==> src/rtl/msrv32_decode_stage.sv <==
// RV32I(+M) decode stage: registered control bundle behind a 1- or 2-entry output buffer, with legality checks and illegal count.
// Latency 1 cycle; with BUF_DEPTH=2 instr_ready_out depends only on skid occupancy, so one instruction per cycle survives backpressure.
module msrv32_decode_stage #(
    parameter int M_EXT     = 0,
    parameter int BUF_DEPTH = 2,
    parameter int ILL_CNT_W = 8
) (
    input  logic                 ms_riscv32_mp_clk_in,
    input  logic                 ms_riscv32_mp_rst_in,
    input  logic                 flush_in,
    input  logic                 instr_valid_in,
    output logic                 instr_ready_out,
    input  logic [31:0]          pc_in,
    input  logic [31:0]          instr_in,
    output logic                 dec_valid_out,
    input  logic                 dec_ready_in,
    output logic [31:0]          pc_out,
    output logic [31:0]          instr_out,
    output logic [4:0]           rs1_addr_out,
    output logic [4:0]           rs2_addr_out,
    output logic [4:0]           rd_addr_out,
    output logic [2:0]           imm_type_out,
    output logic [4:0]           alu_opcode_out,
    output logic                 alu_src_out,
    output logic [2:0]           wb_mux_sel_out,
    output logic [1:0]           load_size_out,
    output logic                 load_unsigned_out,
    output logic                 mem_wr_req_out,
    output logic [2:0]           csr_op_out,
    output logic                 csr_wr_en_out,
    output logic                 rf_wr_en_out,
    output logic                 illegal_instr_out,
    output logic [ILL_CNT_W-1:0] ill_count_out
);

    localparam logic [6:0] OPC_LUI      = 7'b0110111;
    localparam logic [6:0] OPC_AUIPC    = 7'b0010111;
    localparam logic [6:0] OPC_JAL      = 7'b1101111;
    localparam logic [6:0] OPC_JALR     = 7'b1100111;
    localparam logic [6:0] OPC_BRANCH   = 7'b1100011;
    localparam logic [6:0] OPC_LOAD     = 7'b0000011;
    localparam logic [6:0] OPC_STORE    = 7'b0100011;
    localparam logic [6:0] OPC_OP_IMM   = 7'b0010011;
    localparam logic [6:0] OPC_OP       = 7'b0110011;
    localparam logic [6:0] OPC_MISC_MEM = 7'b0001111;
    localparam logic [6:0] OPC_SYSTEM   = 7'b1110011;

    typedef struct packed {
        logic [31:0] pc;
        logic [31:0] instr;
        logic [2:0]  imm_type;
        logic [4:0]  alu_opcode;
        logic        alu_src;
        logic [2:0]  wb_mux_sel;
        logic [1:0]  load_size;
        logic        load_unsigned;
        logic        mem_wr_req;
        logic [2:0]  csr_op;
        logic        csr_wr_en;
        logic        rf_wr_en;
        logic        illegal;
    } dec_t;

    dec_t                 dec_d;
    dec_t                 out_q, out_d;
    dec_t                 skid_q, skid_d;
    logic                 out_vld_q, out_vld_d;
    logic                 skid_vld_q, skid_vld_d;
    logic [ILL_CNT_W-1:0] ill_cnt_q, ill_cnt_d;
    logic                 accept;
    logic                 deliver;

    logic [6:0] opcode;
    logic [2:0] funct3;
    logic [6:0] funct7;

    assign opcode = instr_in[6:0];
    assign funct3 = instr_in[14:12];
    assign funct7 = instr_in[31:25];

    always_comb begin
        dec_d                  = '0;
        dec_d.pc               = pc_in;
        dec_d.instr            = instr_in;
        dec_d.alu_opcode[2:0]  = funct3;
        // Full 7-bit match, so any word with instr[1:0] != 11 lands in default.
        case (opcode)
            OPC_LUI: begin
                dec_d.imm_type   = 3'b100;
                dec_d.wb_mux_sel = 3'b010;
                dec_d.rf_wr_en   = 1'b1;
            end
            OPC_AUIPC: begin
                dec_d.imm_type   = 3'b100;
                dec_d.wb_mux_sel = 3'b011;
                dec_d.rf_wr_en   = 1'b1;
            end
            OPC_JAL: begin
                dec_d.imm_type   = 3'b101;
                dec_d.wb_mux_sel = 3'b101;
                dec_d.rf_wr_en   = 1'b1;
            end
            OPC_JALR: begin
                dec_d.imm_type   = 3'b001;
                dec_d.wb_mux_sel = 3'b101;
                dec_d.rf_wr_en   = 1'b1;
                dec_d.illegal    = (funct3 != 3'b000);
            end
            OPC_BRANCH: begin
                dec_d.imm_type = 3'b011;
                dec_d.illegal  = (funct3[2:1] == 2'b01);
            end
            OPC_LOAD: begin
                dec_d.imm_type      = 3'b001;
                dec_d.wb_mux_sel    = 3'b001;
                dec_d.load_size     = funct3[1:0];
                dec_d.load_unsigned = funct3[2];
                dec_d.rf_wr_en      = 1'b1;
                dec_d.illegal       = (funct3 == 3'b011) || (funct3[2:1] == 2'b11);
            end
            OPC_STORE: begin
                dec_d.imm_type   = 3'b010;
                dec_d.mem_wr_req = 1'b1;
                dec_d.illegal    = (funct3 > 3'b010);
            end
            OPC_OP_IMM: begin
                dec_d.imm_type = 3'b001;
                dec_d.rf_wr_en = 1'b1;
                if (funct3 == 3'b001) begin
                    dec_d.illegal = (funct7 != 7'b0000000);
                end else if (funct3 == 3'b101) begin
                    dec_d.alu_opcode[3] = funct7[5];
                    dec_d.illegal = (funct7 != 7'b0000000) && (funct7 != 7'b0100000);
                end
            end
            OPC_OP: begin
                dec_d.alu_src  = 1'b1;
                dec_d.rf_wr_en = 1'b1;
                if (funct7 == 7'b0000001 && M_EXT != 0) begin
                    dec_d.alu_opcode[4] = 1'b1;
                end else begin
                    dec_d.alu_opcode[3] = funct7[5];
                    if (funct7 == 7'b0100000) begin
                        dec_d.illegal = (funct3 != 3'b000) && (funct3 != 3'b101);
                    end else begin
                        dec_d.illegal = (funct7 != 7'b0000000);
                    end
                end
            end
            OPC_MISC_MEM: begin
                dec_d.illegal = 1'b0;
            end
            OPC_SYSTEM: begin
                dec_d.csr_op  = funct3;
                dec_d.illegal = (funct3 == 3'b100);
                if (funct3 != 3'b000) begin
                    dec_d.imm_type   = funct3[2] ? 3'b110 : 3'b001;
                    dec_d.wb_mux_sel = 3'b100;
                    dec_d.csr_wr_en  = 1'b1;
                    dec_d.rf_wr_en   = 1'b1;
                end
            end
            default: begin
                dec_d.illegal = 1'b1;
            end
        endcase
        if (dec_d.illegal) begin
            dec_d.rf_wr_en   = 1'b0;
            dec_d.csr_wr_en  = 1'b0;
            dec_d.mem_wr_req = 1'b0;
        end
    end

    assign instr_ready_out = (BUF_DEPTH == 1) ? (~out_vld_q | dec_ready_in) : ~skid_vld_q;
    assign accept          = instr_valid_in & instr_ready_out;
    assign deliver         = out_vld_q & dec_ready_in & ~flush_in;

    always_comb begin
        out_d      = out_q;
        out_vld_d  = out_vld_q;
        skid_d     = skid_q;
        skid_vld_d = skid_vld_q;
        ill_cnt_d  = ill_cnt_q;
        if (deliver && out_q.illegal && (ill_cnt_q != {ILL_CNT_W{1'b1}})) begin
            ill_cnt_d = ill_cnt_q + ILL_CNT_W'(1);
        end
        if (flush_in) begin
            out_vld_d  = 1'b0;
            skid_vld_d = 1'b0;
        end else if (!out_vld_q || dec_ready_in) begin
            // Skid holds the older beat; instr_ready_out was low, so no accept competes with it.
            if (skid_vld_q) begin
                out_d      = skid_q;
                out_vld_d  = 1'b1;
                skid_vld_d = 1'b0;
            end else begin
                out_vld_d = accept;
                if (accept) begin
                    out_d = dec_d;
                end
            end
        end else if (accept) begin
            skid_d     = dec_d;
            skid_vld_d = 1'b1;
        end
    end

    always_ff @(posedge ms_riscv32_mp_clk_in) begin
        if (ms_riscv32_mp_rst_in) begin
            out_q      <= '0;
            out_vld_q  <= 1'b0;
            skid_q     <= '0;
            skid_vld_q <= 1'b0;
            ill_cnt_q  <= '0;
        end else begin
            out_q      <= out_d;
            out_vld_q  <= out_vld_d;
            skid_q     <= skid_d;
            skid_vld_q <= skid_vld_d;
            ill_cnt_q  <= ill_cnt_d;
        end
    end

    assign dec_valid_out     = out_vld_q;
    assign pc_out            = out_q.pc;
    assign instr_out         = out_q.instr;
    assign rs1_addr_out      = out_q.instr[19:15];
    assign rs2_addr_out      = out_q.instr[24:20];
    assign rd_addr_out       = out_q.instr[11:7];
    assign imm_type_out      = out_q.imm_type;
    assign alu_opcode_out    = out_q.alu_opcode;
    assign alu_src_out       = out_q.alu_src;
    assign wb_mux_sel_out    = out_q.wb_mux_sel;
    assign load_size_out     = out_q.load_size;
    assign load_unsigned_out = out_q.load_unsigned;
    assign mem_wr_req_out    = out_q.mem_wr_req;
    assign csr_op_out        = out_q.csr_op;
    assign csr_wr_en_out     = out_q.csr_wr_en;
    assign rf_wr_en_out      = out_q.rf_wr_en;
    assign illegal_instr_out = out_q.illegal;
    assign ill_count_out     = ill_cnt_q;

endmodule

==> config.mk <==
export PLATFORM = sky130hd
export DESIGN_NAME = msrv32_decode_stage
export DESIGN_NICKNAME = d
export VERILOG_FILES = /design/src/rtl/msrv32_decode_stage.sv
export SDC_FILE = /design/constraint.sdc
export NUM_CORES = 1
export LEC_CHECK = 0
export CAP_MARGIN = 20
export CORE_UTILIZATION = 35
export CTS_CLUSTER_DIAMETER = 150
export CTS_CLUSTER_SIZE = 12
export DETAILED_ROUTE_END_ITERATION = 16
export DONT_BUFFER_PORTS = 1
export SKIP_CTS_REPAIR_TIMING = 1
export SLEW_MARGIN = 20
export SYNTH_ARGS = -nofsm -noshare
export SYNTH_HDL_FRONTEND = slang
export SYNTH_SLANG_ARGS = --single-unit
==> constraint.sdc <==
create_clock -name ms_riscv32_mp_clk_in -period 5.9 [get_ports ms_riscv32_mp_clk_in]
set_input_delay 0.885 -clock ms_riscv32_mp_clk_in [delete_from_list [all_inputs] [get_ports ms_riscv32_mp_clk_in]]
set_output_delay 0.885 -clock ms_riscv32_mp_clk_in [all_outputs]
set_load 0.01 [all_outputs]
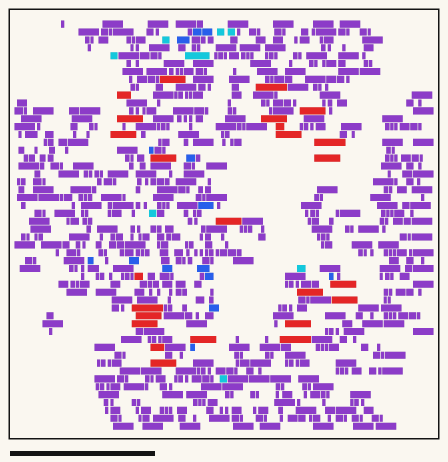
**Above:** drive-strength map.
Scale bar: 50 µm.
Key: _2 cells = blue [cells 14, share 1.7%, most used clkinv_2]; _3 and _4 cells = cyan [cells 8, share 0.97%, most used buf_4]; _6 and larger = red [cells 25, share 3.0%, most used clkbuf_16]; _0 and _1 cells = purple [cells 774, share 94%, most used dfxtp_1]

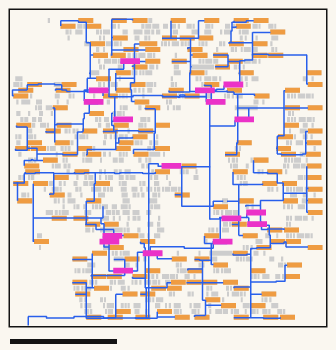
**Above:** routed clock nets over the placement.
Scale bar: 50 µm.
Key: flip-flops = orange [count 174]; clock drivers = magenta [count 17]; clock wires = blue [length 2250 µm]
Position of the flops: spread over the die. There are 18 routed clock nets.

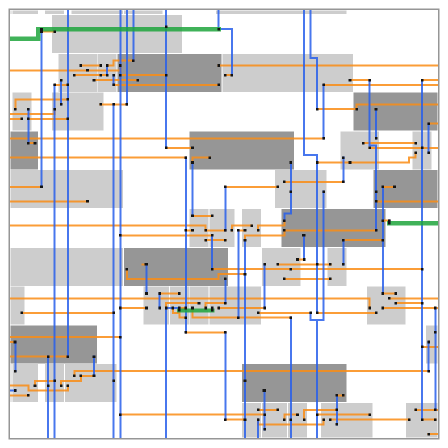
**Above:** a small window of the routed layout.
Window x 96 to 126, y 22 to 52 µm. Cells in gray, sequential cells in the stronger gray; small squares are vias.
Key: metal 2 = blue; metal 3 = green; metal 1 = orange
Most frequent: nand2_1 (8), dfxtp_1 (8). Sequential cells in the window: 8. 37 logic cells have their middle in the window. Netlist names of flops here include instr_out (4), skid_q (4).

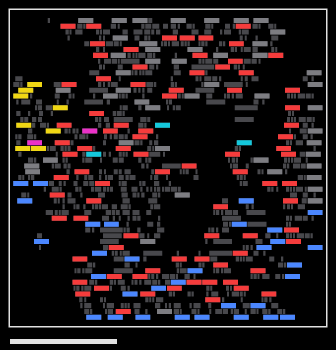
**Above:** sequential cells grouped by signal name.
Scale bar: 50 µm. Other sequential cells in the stronger gray, the rest of the logic in the fainter gray.
Key: imm_type_out = cyan [sequential cells 3]; ill_count_out = yellow [sequential cells 8]; instr_out = blue [sequential cells 32]; skid_q = red [sequential cells 82, where spread over the die]; load_size_out = magenta [sequential cells 2]

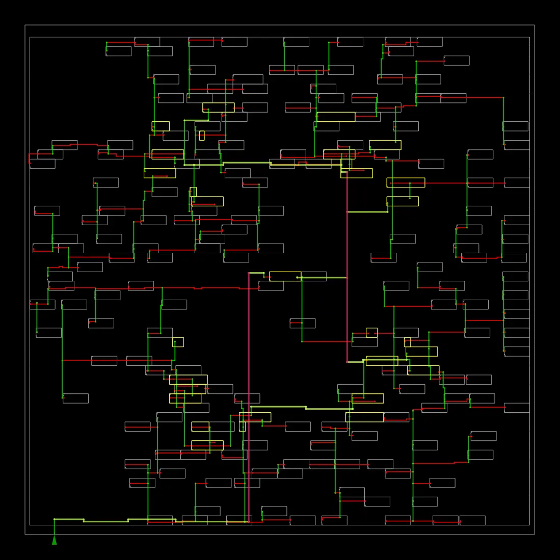
**Above:** clock wiring as the flow saved it.
clk latency late pin: 0.42 ns
clkbuf count: 20
Inserted Clock Buffers: 17
flip-flops: 174
Clock Sinks: 174

==> run_results.csv <==
group,metric,value,unit
outcome,status,"finished clean",
synth,compound_area_share,17.37,%
layout,fin_util,38.66,%
timing,fin_ws,2.859,ns
synth,avgSynthCellArea,8.441,µm²
worst_setup_path,r2r_setup_slack,2.86,ns
synth,synthTopLogicFamily,"simple AND/OR/NAND/NOR gates",
layout,largest_class,"sequential cells",
power_and_ir_drop,p_comb,0.112,mW
die,die_w,147.7,µm
global_routing,grt_use_total,16.54,%
layout,top_register,"skid_q",
timing,tightest_slew,1.047,ns
placed_design,numPortBuffers,0,
worst_setup_path,crit_start,"skid_vld_q$_SDFFE_PP0P_",
synth,topCellsByArea,"dfxtp_1 (47%), mux2i_1 (8.9%), nand2_1 (8.3%)",
synth,yosys_area,7428,µm²
synth,edf_count,0,
timing,rsz0062_at_grt,"no",
power_and_ir_drop,p_sw,0.5735,mW
worst_setup_path,rr_startpoint,"skid_vld_q$_SDFFE_PP0P_",
routing,ant_nets,0,
placed_design,dp_hpwl,10.94,mm
synth,syn-num-nets,950,
synth,syn_inst,880,
timing,slew_violations,0,
worst_setup_path,cp_cell_sequence,"inv_1 > nand3b_1 > buf_4 > nor2_1 > a21oi_1 > nor2_1",
timing,fmax,0.3289,GHz
worst_setup_path,path_common_cell,"nor2_1",
layout,combAreaFraction,43.17,%
layout,inv_count,4,
power_and_ir_drop,ir_drop,0.1723,mV
global_routing,antenna_found_initial,0,
timing,holdWs,0.4513,ns
placed_design,placed_cells,1061,
layout,stdcell_count,1091,
timing,period_used_share,51.54,%
synth,netlist_area,7428,µm²
job,cap_violations,0,
worst_setup_path,startpoint_type,"flop",
synth,ys_cells,880,
layout,antennaDiodeCount,0,
die,dieArea,21810,µm²
min_path,min_from,"skid_q[1]$_SDFFE_PP0P_",
timing,hold_viol,0,
layout,clk_share,7.800,%
power_and_ir_drop,power_density,324.0,nW/µm²
routing,drtIter0Drc,322,
routing,wl_met1,8.062,mm
worst_setup_path,crit_end,"skid_q[17]$_SDFFE_PP0P_",
synth,yosys-top-cells-count,"dfxtp_1 (174), nand2_1 (165), nor2_1 (109), a21oi_1 (87), a211oi_1 (76)",
power_and_ir_drop,pwr-share-clk,46.2,%
routing,routed_wl,17.74,mm
layout,lay_top_cells,"dfxtp_1 (173), nand2_1 (165), nor2_1 (109), a21oi_1 (87), a211oi_1 (76)",
clock_tree,h-tree-depth,4,
power_and_ir_drop,power_frac_comb,4.4,%
worst_setup_path,crit_family,"buffers and inverters",
clock_tree,clockBufferDepth,2,
global_routing,grt_util_met2,26.56,%
layout,combGateArea,3421,µm²
timing,slew_headroom,30.21,%
layout,seqCellArea,3487,µm²
layout,fillers,2086,
die,core_area,20490,µm²
synth,most_common_cell,"dfxtp_1",
routing,first_pass_iters,4,
die,rows,52,
global_routing,grt_max_degree,175,
die,taps,270,
worst_setup_path,r2r-end,"skid_q[17]$_SDFFE_PP0P_",
routing,viasPerCell,5.109,
worst_setup_path,cp.arrival,3.34,ns
layout,final_nets,880,
timing,tns,0,ns
clock_tree,root_buffer,"clkbuf_16",
layout,sh_seq_area,44.01,%
global_routing,grt_pass1_wl,28.46,mm
timing,finalSetupViolations,0,
die,die_h,147.7,µm
worst_setup_path,endpoint_kind,"flop",
min_path,hold_class,"flop to flop",
placed_design,gp_congestion,0.7288,
synth,ys_async_sr_fraction,0,%
worst_setup_path,path_depth,6,
synth,flop_cell,"dfxtp_1",
global_routing,grt_overflow,0,
layout,largest_reg_flops,82,
global_routing,globalRouteMet3Util,5.802,%
power_and_ir_drop,p_seq,1.27,mW
synth,ys_sh_simple,18.73,%
timing,period_minus_slack,3.041,ns
power_and_ir_drop,seqPwrFrac,49.4,%
worst_setup_path,critPathKind,"flop to flop",
min_path,hold_path_depth,2,
clock_tree,clk_pin_slew,0.06,ns
timing,clock_skew,0.01207,ns
clock_tree,cts_tree,"yes",
layout,drive_gt1_share,5.725,%
routing,wl_met2,8.377,mm
synth,synth_warnings,0,
min_path,min_to,"skid_q[1]$_SDFFE_PP0P_",
die,ios,180,
power_and_ir_drop,p_int,1.994,mW
synth,synth_cell_types,53,
layout,area_growth,6.670,%
layout,logic_gate_count,607,
power_and_ir_drop,power_leakage,2.474,nW
synth,yosys_register_bits,174,
power_and_ir_drop,maxPowerGroup,"registers",
routing,vias,5574,
die,fp_util,36.25,%
routing,wl_per_cell,16.26,µm
synth,ys_sh_xor,0.7074,%
placed_design,placed_cell_area,7306,µm²
routing,top_layer,"met4",
power_and_ir_drop,swShare,22.34,%
worst_setup_path,path_max_fanout,60,
synth,top_area_share,46.89,%
worst_setup_path,critPathRequiredTime,6.19,ns
layout,buffer_area_share,0.5685,%
power_and_ir_drop,p_clk,1.19,mW
worst_setup_path,crit_buf_inv,2,
routing,drc,0,
Power and IR drop assume default switching activity.
